==> src/rtl/axi_10g_ethernet_0_tcp_hdr_gen.sv <==
// axi_10g_ethernet_0_tcp_hdr_gen: TCP pseudo-header + header checksum and sequence numbering per payload segment
module axi_10g_ethernet_0_tcp_hdr_gen #(
  parameter int TCP_DATA_LENGTH = 1456
) (
  input  logic        s_aclk,
  input  logic        s_aresetn,
  output logic        csum_rd_en,
  input  logic        csum_empty,
  input  logic [15:0] csum_dout,
  input  logic [31:0] src_ip,
  input  logic [31:0] dst_ip,
  input  logic [15:0] src_port,
  input  logic [15:0] dst_port,
  input  logic [31:0] ack_num,
  input  logic [7:0]  tcp_flags,
  input  logic [15:0] window,
  input  logic        seq_load,
  input  logic [31:0] seq_init,
  output logic        hdr_tvalid,
  input  logic        hdr_tready,
  output logic [31:0] hdr_seq,
  output logic [15:0] hdr_checksum
);
  typedef enum logic [2:0] {IDLE, WAIT, SUM, FOLD, OUT} state_t;
  state_t state, next;
  logic [3:0]  cnt;
  logic [19:0] acc, fold;
  logic [31:0] seq_cnt, src_ip_r, dst_ip_r, ack_r;
  logic [15:0] src_port_r, dst_port_r, window_r, pay_r, word;
  logic [7:0]  flags_r;
  logic [15:0] words [16];
  logic        hs;
  assign hdr_tvalid = state == OUT;
  assign hs = hdr_tvalid & hdr_tready;
  assign csum_rd_en = s_aresetn & (state == IDLE) & ~csum_empty;
  assign fold = {4'd0, acc[15:0]} + {16'd0, acc[19:16]};
  // Summation schedule: one 16-bit word per SUM cycle; checksum and urgent pointer are zero so they are omitted
  always_comb begin
    words = '{src_ip_r[31:16], src_ip_r[15:0], dst_ip_r[31:16], dst_ip_r[15:0], 16'h0006,
              16'(20 + TCP_DATA_LENGTH), src_port_r, dst_port_r, hdr_seq[31:16], hdr_seq[15:0],
              ack_r[31:16], ack_r[15:0], {4'd5, 4'd0, flags_r}, window_r, pay_r, 16'd0};
    word = words[cnt];
  end
  // Next-state logic; cnt restarts on every state change so it times SUM and FOLD
  always_comb begin
    next = state;
    case (state)
      IDLE:    next = csum_empty ? IDLE : WAIT;
      WAIT:    next = SUM;
      SUM:     next = (cnt == 4'd14) ? FOLD : SUM;
      FOLD:    next = (cnt == 4'd1) ? OUT : FOLD;
      OUT:     next = hdr_tready ? IDLE : OUT;
      default: next = IDLE;
    endcase
  end
  // State, sequence counter, segment latches and the checksum datapath
  always_ff @(posedge s_aclk) begin
    if (!s_aresetn) begin
      state        <= IDLE;
      cnt          <= 4'd0;
      acc          <= 20'd0;
      seq_cnt      <= 32'd0;
      hdr_seq      <= 32'd0;
      hdr_checksum <= 16'd0;
    end else begin
      state <= next;
      cnt   <= (next != state) ? 4'd0 : cnt + 4'd1;
      if (seq_load) seq_cnt <= seq_init;
      else if (hs) seq_cnt <= seq_cnt + 32'(TCP_DATA_LENGTH);
      if (csum_rd_en) begin
        hdr_seq    <= seq_cnt;
        src_ip_r   <= src_ip;
        dst_ip_r   <= dst_ip;
        src_port_r <= src_port;
        dst_port_r <= dst_port;
        ack_r      <= ack_num;
        flags_r    <= tcp_flags;
        window_r   <= window;
      end
      if (state == WAIT) begin
        pay_r <= csum_dout;
        acc   <= 20'd0;
      end
      if (state == SUM) acc <= acc + {4'd0, word};
      if (state == FOLD) acc <= fold;
      if (state == FOLD && cnt == 4'd1) hdr_checksum <= ~fold[15:0];
    end
  end
endmodule

==> config.mk <==
export PLATFORM = sky130hd
export DESIGN_NAME = axi_10g_ethernet_0_tcp_hdr_gen
export DESIGN_NICKNAME = d
export VERILOG_FILES = /design/src/rtl/axi_10g_ethernet_0_tcp_hdr_gen.sv
export SDC_FILE = /design/constraint.sdc
export NUM_CORES = 1
export LEC_CHECK = 0
export CAP_MARGIN = 20
export CORE_MARGIN = 4
export CORE_UTILIZATION = 52
export CTS_CLUSTER_DIAMETER = 30
export DETAILED_ROUTE_END_ITERATION = 7
export PLACE_DENSITY_LB_ADDON = 0.2
export SLEW_MARGIN = 25
export SYNTH_ARGS = -nofsm -noshare
export SYNTH_HDL_FRONTEND = slang
export SYNTH_SLANG_ARGS = --single-unit
==> constraint.sdc <==
create_clock -name s_aclk -period 12.2 [get_ports s_aclk]
set_input_delay 2.44 -clock s_aclk [delete_from_list [all_inputs] [get_ports s_aclk]]
set_output_delay 2.44 -clock s_aclk [all_outputs]
set_load 0.05 [all_outputs]
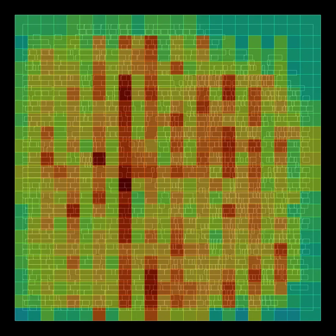
(congestion heat map)
most heavily used metal layer in global routing: met2
mean routed wirelength per cell: 21.0 µm
Util after Layout: 73.2%
Overall Global Routing Usage: 26.1%
met2 routing resource usage after global routing: 42.5%

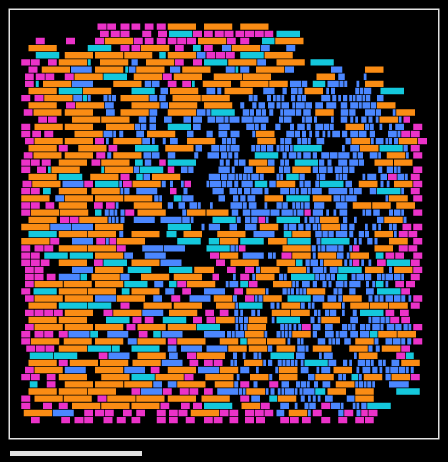
(placed cells, one color a class)
The bar under the picture is 50 µm long.
legend:
  clock drivers and dummy loads:
    color: cyan
    cells: 104
  registers:
    color: orange
    cells: 275
  remaining logic cells:
    color: blue
    cells: 712
  remaining buffers and delay cells:
    color: magenta
    cells: 268

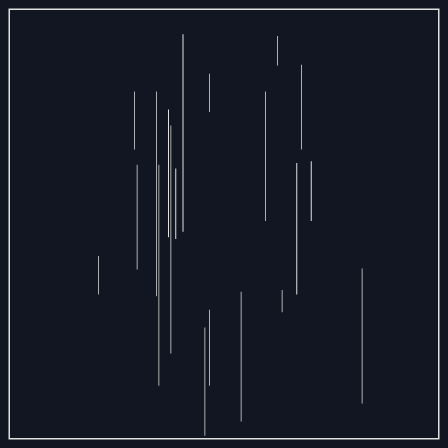
(met4 routing)
longest straight run: 86.4 µm
main direction: vertical

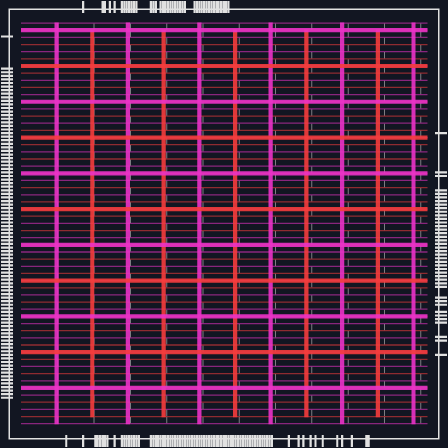
(floorplan with the power grid)
Pins as bars on the die edge. Tap cells in gray.
legend:
  VDD:
    color: red
  VSS:
    color: magenta
rows: 56
signal pins: 255
tap cells: 319
met4 straps: 11

[final cells by class]
class / instances / share of cell area (%)
diodes: 1 / 0.0145
well taps: 319 / 2.32
clock buffers: 64 / 8.66
repair buffers: 268 / 15.4
inverters: 20 / 0.435
multi-input cells: 692 / 28.7
clock inverters: 40 / 2.77
flip-flops and latches: 275 / 41.7
[worst register-to-register path: cells and delay by family (launching register included)]
kind | cells | cell delay, ns
fa+ha+maj | 1 | 0.37
flops | 1 | 0.72
buf+inv | 2 | 0.84
simple gates | 2 | 0.59
compound gates | 7 | 1.83
[power breakdown]
group | leakage, nW | internal (mW) | switching [mW]
sequential | 2.43 | 1.04 | 0.0418
combinational | 2.67 | 0.158 | 0.170
clock | 0.940 | 1.02 | 0.531
total | 6.04 | 2.22 | 0.743
==> qor.tcl <==
set qor(sequential_fraction_of_the_synthesis_area_pct) 57.7
set qor(post-route-min-period_ns) 6.76
set qor(synth-cells-yosys) 1047
set qor(cts_max_level) 2
set qor(highest-signal-layer) {met4}
set qor(critical_path_arrival_ns) 4.32
set qor(chip_area_mm2) 0.0265
set qor(route.detailed.drc) 0
set qor(max_freq_mhz) 148
set qor(synth_warnings) 0
set qor(final_cell_mix) {254 x sky130_fd_sc_hd__clkdlybuf4s50_1, 168 x sky130_fd_sc_hd__edfxtp_1, 112 x sky130_fd_sc_hd__nand2_1}
set qor(num_vias) 9510
set qor(slew_headroom_pct) 40.1
set qor(synth.cell_area_mm2) 0.0124
set qor(regToRegStartpoint) {cnt[0]}
set qor(yosysChipArea_mm2) 0.0124
set qor(adder_share_pct) 2.73
set qor(grt_start_max_net_pins) 87
set qor(lay_top_count) {sky130_fd_sc_hd__clkdlybuf4s50_1}
set qor(run_status) {finished clean}
set qor(finalSetupViolations) 0
set qor(netlist.top_cell.by_instances) {sky130_fd_sc_hd__edfxtp_1}
set qor(area_leaders) {sky130_fd_sc_hd__edfxtp_1 41%, sky130_fd_sc_hd__dfxtp_1 17%, sky130_fd_sc_hd__mux4_2 6.3%, sky130_fd_sc_hd__a21oi_1 3.6%, sky130_fd_sc_hd__nand2_1 3.4%}
set qor(grt_use_met3_pct) 6.05
No activity file was given, so power comes from the tool's default toggle rates.
